File: config.mk
export PLATFORM = sky130hd
export DESIGN_NAME = uart_word_collector
export DESIGN_NICKNAME = d
export VERILOG_FILES = /design/src/rtl/uart_word_collector.sv
export SDC_FILE = /design/constraint.sdc
export NUM_CORES = 1
export LEC_CHECK = 0
export ABC_AREA = 1
export CORE_ASPECT_RATIO = 1.1
export CORE_UTILIZATION = 55
export CTS_CLUSTER_SIZE = 16
export DETAILED_ROUTE_END_ITERATION = 16
export GPL_TIMING_DRIVEN = 0
export MAX_ROUTING_LAYER = met4
export PLACE_DENSITY = 0.86
export SYNTH_ARGS = -nofsm -noshare
export SYNTH_HDL_FRONTEND = slang
export SYNTH_SLANG_ARGS = --single-unit
File: constraint.sdc
create_clock -name clk -period 1.85 [get_ports clk]
set_input_delay 0.37 -clock clk [delete_from_list [all_inputs] [get_ports clk]]
set_output_delay 0.37 -clock clk [all_outputs]
set_load 0.05 [all_outputs]
File: src/rtl/uart_word_collector.sv
// -----------------------------------------------------------------------------
// uart_word_collector
//
// Assembles NBYTES consecutive bytes from the UART receiver into one word,
// least-significant byte first. Once armed, the block waits indefinitely for
// the first byte. After that, each following byte must arrive within
// TIMEOUT_CYCLES clocks, or the partial word is discarded.
// A complete word is published on man together with a one-cycle done pulse.
// All outputs are registered (Moore).
//
// Ports:
//   clk          in   system clock, rising edge
//   reset        in   synchronous, active-high
//   en_rxMAN     in   arm request, honoured only while idle
//   rx_ready     in   one-cycle byte strobe from the UART rx core
//   rx_data      in   received byte, valid while rx_ready is high
//   man          out  last completely assembled word
//   done_rxMAN   out  one-cycle pulse, man has just been updated
//   timeout_err  out  one-cycle pulse, partial word discarded
//   busy         out  high in every state except IDLE
// -----------------------------------------------------------------------------
module uart_word_collector #(
   parameter int NBYTES         = 4,
   parameter int TIMEOUT_CYCLES = 100000
) (
   input  logic                  clk,
   input  logic                  reset,
   input  logic                  en_rxMAN,
   input  logic                  rx_ready,
   input  logic [7:0]            rx_data,
   output logic [8*NBYTES-1:0]   man,
   output logic                  done_rxMAN,
   output logic                  timeout_err,
   output logic                  busy
);

   localparam int IDX_W = $clog2(NBYTES) + 1;
   localparam int TMR_W = $clog2(TIMEOUT_CYCLES) + 1;

   localparam logic [IDX_W-1:0] LAST_IDX  = IDX_W'(NBYTES - 1);
   localparam logic [TMR_W-1:0] TMR_LIMIT = TMR_W'(TIMEOUT_CYCLES - 1);
   localparam logic [TMR_W-1:0] TMR_MAX   = '1;

   typedef enum logic [1:0] {
      ST_IDLE,
      ST_WAIT_BYTE,
      ST_FINISH,
      ST_ERROR
   } state_t;

   state_t               state_q;
   logic [8*NBYTES-1:0]  shadow_q;
   logic [8*NBYTES-1:0]  man_q;
   logic [IDX_W-1:0]     idx_q;
   logic [TMR_W-1:0]     timer_q;
   logic                 done_q;
   logic                 err_q;
   logic                 busy_q;

   // NOTE: reset is sampled on the clock edge only (synchronous), and every
   // state register is written with <= so all updates land together at the
   // edge regardless of statement order inside the block.
   always_ff @(posedge clk) begin
      if (reset) begin
         state_q  <= ST_IDLE;
         shadow_q <= '0;
         man_q    <= '0;
         idx_q    <= '0;
         timer_q  <= '0;
         done_q   <= 1'b0;
         err_q    <= 1'b0;
         busy_q   <= 1'b0;
      end else begin
         // Pulses default low and are raised only by the transition below.
         done_q <= 1'b0;
         err_q  <= 1'b0;

         case (state_q)
            ST_IDLE: begin
               // rx_ready is deliberately ignored here.
               if (en_rxMAN) begin
                  state_q <= ST_WAIT_BYTE;
                  busy_q  <= 1'b1;
                  idx_q   <= '0;
                  timer_q <= '0;
               end
            end

            ST_WAIT_BYTE: begin
               if (rx_ready) begin
                  // A byte arriving in the same cycle as the timer limit wins.
                  for (int i = 0; i < NBYTES; i++) begin
                     if (idx_q == IDX_W'(i)) begin
                        shadow_q[8*i +: 8] <= rx_data;
                     end
                  end
                  idx_q   <= idx_q + 1'b1;
                  timer_q <= '0;
                  if (idx_q == LAST_IDX) begin
                     state_q <= ST_FINISH;
                  end
               end else if (idx_q != '0) begin
                  // Inter-byte timer only runs once the first byte is in.
                  if (timer_q == TMR_LIMIT) begin
                     state_q <= ST_ERROR;
                     err_q   <= 1'b1;
                  end else if (timer_q != TMR_MAX) begin
                     timer_q <= timer_q + 1'b1;
                  end
               end
            end

            ST_FINISH: begin
               man_q   <= shadow_q;
               done_q  <= 1'b1;
               busy_q  <= 1'b0;
               state_q <= ST_IDLE;
            end

            ST_ERROR: begin
               // man keeps the last good word; only the partial word is dropped.
               shadow_q <= '0;
               busy_q   <= 1'b0;
               state_q  <= ST_IDLE;
            end

            default: begin
               busy_q  <= 1'b0;
               state_q <= ST_IDLE;
            end
         endcase
      end
   end

   assign man         = man_q;
   assign done_rxMAN  = done_q;
   assign timeout_err = err_q;
   assign busy        = busy_q;

endmodule
Figure 1. Supply network.
Scale bar: 20 µm. Pins as bars on the die edge.
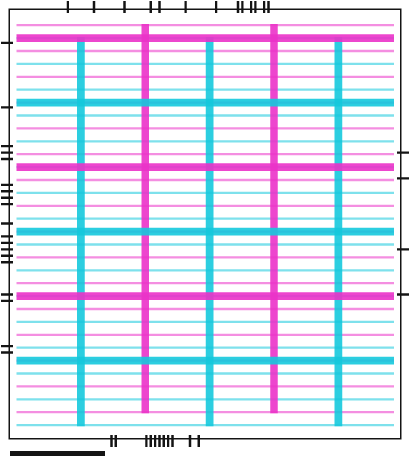
| net | color |
|---|---|
| VDD | magenta |
| VSS | cyan |
signal pins: 47
rows: 31
met4 straps: 5
met5 straps: 6
met1 rails: 32
width of the die: 82.2 µm
Peak VDD IR: 0.607 mV
Die Span Y: 90.2 µm
core area: 6710 µm²

Figure 2. Placement by cell class.
Scale bar: 20 µm.
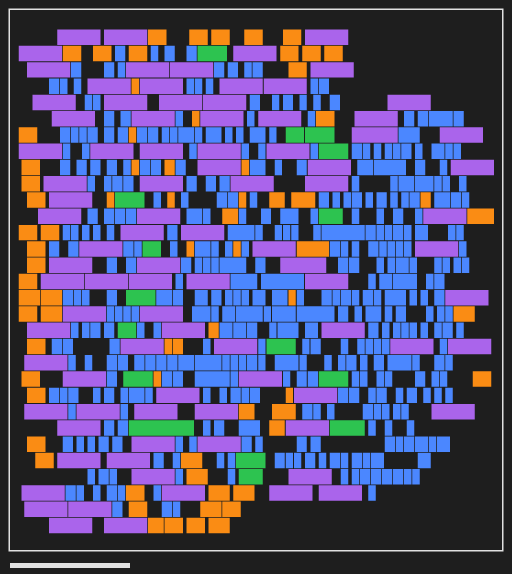
| class | color | cells |
|---|---|---|
| all other logic | blue | 408 |
| clock drivers and dummy loads | green | 16 |
| flops | purple | 90 |
| other buffers and delay cells | orange | 71 |

Figure 3. Clock distribution.
Scale bar: 20 µm.
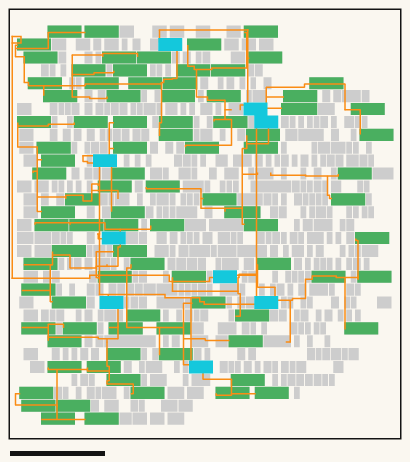
[cells driving clock nets] cyan | count: 9
[flip-flops] green | count: 90
[clock wires] orange | length: 1060 µm
flops lie: all over the die
Clock Power: 1470 µW
Final Skew: 0.00744 ns
clk_lat worst skew: 0.37 ns
clock power share: 34.8%

==> impl_metrics.py <==
# Auto-generated metrics
metrics = {
    "critical_path": {
        "path_class": "reg -> reg",
        "worst_path_largest_cell_delay_ns": 0.35,
        "cpMaxStageDelayCell": "dfxtp_1",
        "crit_fanout": 10,
        "reg2reg_from": "idx_q[0]",
        "worstPathArrival_ns": 2.04,
        "crit_end": "shadow_q[5]",
        "crit_buf_inv": 4,
        "startpoint": "idx_q[0]",
        "reg2reg_depth": 9,
        "startpoint_type": "register",
        "path_depth": 9,
        "cp-end-kind": "register",
    },
    "sta": {
        "layout_min_cycle_time_ns": 1.77,
        "maxSlewViolCount": 0,
        "setup_ws_ns": 0.0783,
        "relSlewSlack_pct": 64.5,
        "worst_pin_slew_ns": 0.533,
        "rsz0062_at_grt": "true",
        "setup_violations": 0,
    },
    "final_layout": {
        "area_share_nonclk_buffers_pct": 12.0,
        "final_common_cell": "nor2_1",
        "diodes": 0,
        "clk_share_pct": 4.69,
        "n_all_buffers": 71,
        "logic_gates": 373,
        "stdcell_area_um2": 4670,
        "fillers": 578,
        "sh_comb_area_pct": 39.7,
        "n_all_inverters": 35,
        "dominant_cells": "logic gates",
        "clkbuf_count": 9,
        "logic_area_um2": 1850,
        "flop-count": 90,
        "layout_top_cells": "nor2_1 (104), dfxtp_1 (88), nand2_1 (80), o21ai_0 (61), a21oi_1 (38)",
        "seq_share_pct": 38.6,
        "area_growth_pct": 19.9,
        "finalNonFillerCells": 667,
        "regArea_um2": 1800,
    },
    "synthesis": {
        "muxShareOfSynthArea_pct": 0,
        "syn_inst": 524,
        "ys_area_um2": 3890,
        "edf_count": 0,
        "async_reset_ff_share_pct": 0,
        "synth-xor-area-share_pct": 0.225,
        "synth_area_um2": 3890,
        "simple_gate_area_share_pct": 28.9,
        "ys_cells": 524,
        "topCombFamilyByArea": "simple AND/OR/NAND/NOR gates",
        "synth.avg_cell_area_um2": 7.43,
        "ys_types": 36,
        "synthAoiAreaFrac_pct": 15.7,
        "syn-num-nets": 542,
    },
    "power_and_ir_drop": {
        "power_density_nw_per_um2": 905,
        "power.total_uw": 4220,
    },
    "min_path": {
        "hold_path.startpoint": "reset",
        "hold_class": "in -> reg",
        "hold_depth": 2,
        "min_to": "shadow_q[7]",
    },
    "run_status": {
        "status": "complete, no violations",
    },
    "drt": {
        "drtPass1Iterations": 5,
        "ant_nets": 0,
        "drt-initial-drc-count": 173,
        "topRoutingLayerUsed": "met4",
        "vias_per_cell": 5.49,
    },
    "floorplan": {
        "rows": 31,
        "io_pins": 47,
    },
    "clocking": {
        "clock_sinks": 90,
        "post_cts_buffers": 0,
        "ctsHoldBuffers": 0,
        "clkTransAtPathRegs_ns": 0.10,
        "cts_root_buf": "clkbuf_8",
        "cts_resized": 35,
    },
    "global_route": {
        "overflow": 0,
        "grt_busiest_layer": "met2",
    },
    "place": {
        "place_hpwl_um": 6860,
        "dp_cells": 651,
        "gp_congestion": 0.880,
    },
    "run": {
        "warnings": 30,
    },
}
Figure 4. Metal layers overlaid.
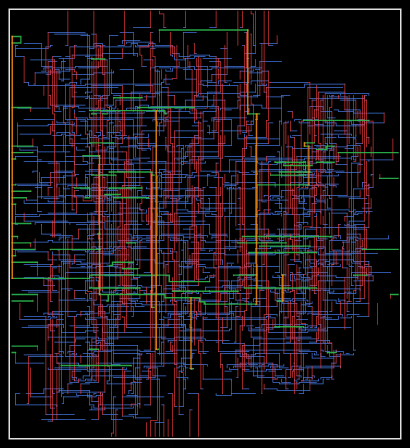
| layer | color | wire length |
|---|---|---|
| met4 | orange | 246 µm |
| met1 | blue | 4140 µm |
| met3 | green | 487 µm |
| met2 | red | 4830 µm |
wirelength, routed: 9700 µm
Via Count: 3660
GRT Util Overall: 28.7%
Wirelength per Cell: 14.5 µm

Figure 5. Routing congestion map.
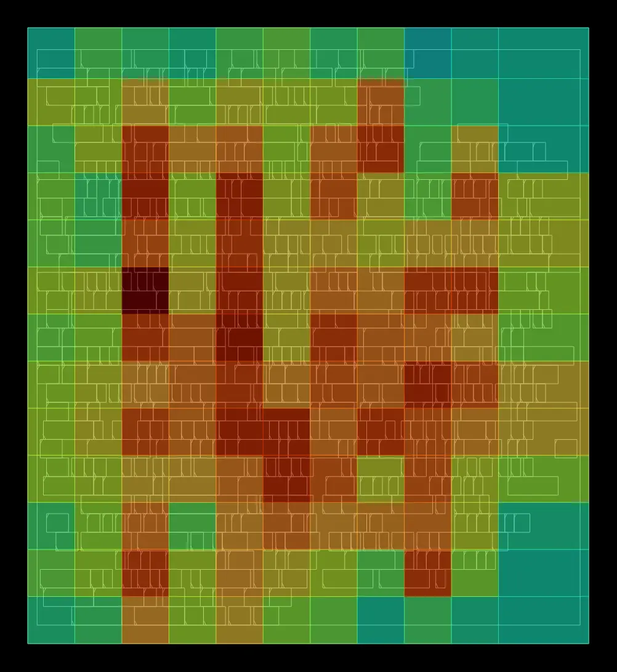
met1 GRT Util: 33.3%
met2 Use GR: 46.9%
Core Util, Final: 69.6%

-- Yosys cell counts, types with 3 or more instances --
cell type  count  area share (%)
o21ai_0       61             7.8
ha_1           6             1.9
nand4_1        4            0.64
nand2_2        4            0.64
nor2_4         3            0.87
nor2_2         3            0.48
nor3_1         6            0.77
nor2_1       106              10
nand2_1       81             7.8
clkbuf_1      12             1.2
inv_2          3            0.29
nand3_1       35             4.5
buf_2          6            0.77
dfxtp_1       90              46
a21oi_1       38             4.9
inv_1         31             3.0
a211oi_1      10             1.9
-- report_power, final --
part	leakage [µW]	total (µW)	internal (µW)	switching, µW
sequential	0.000730	2070	2030	47.1
clock	0.000111	1470	664	805
combinational	0.00130	680	199	482
Power figures rest on the tool's default switching activity, not on a simulated workload.
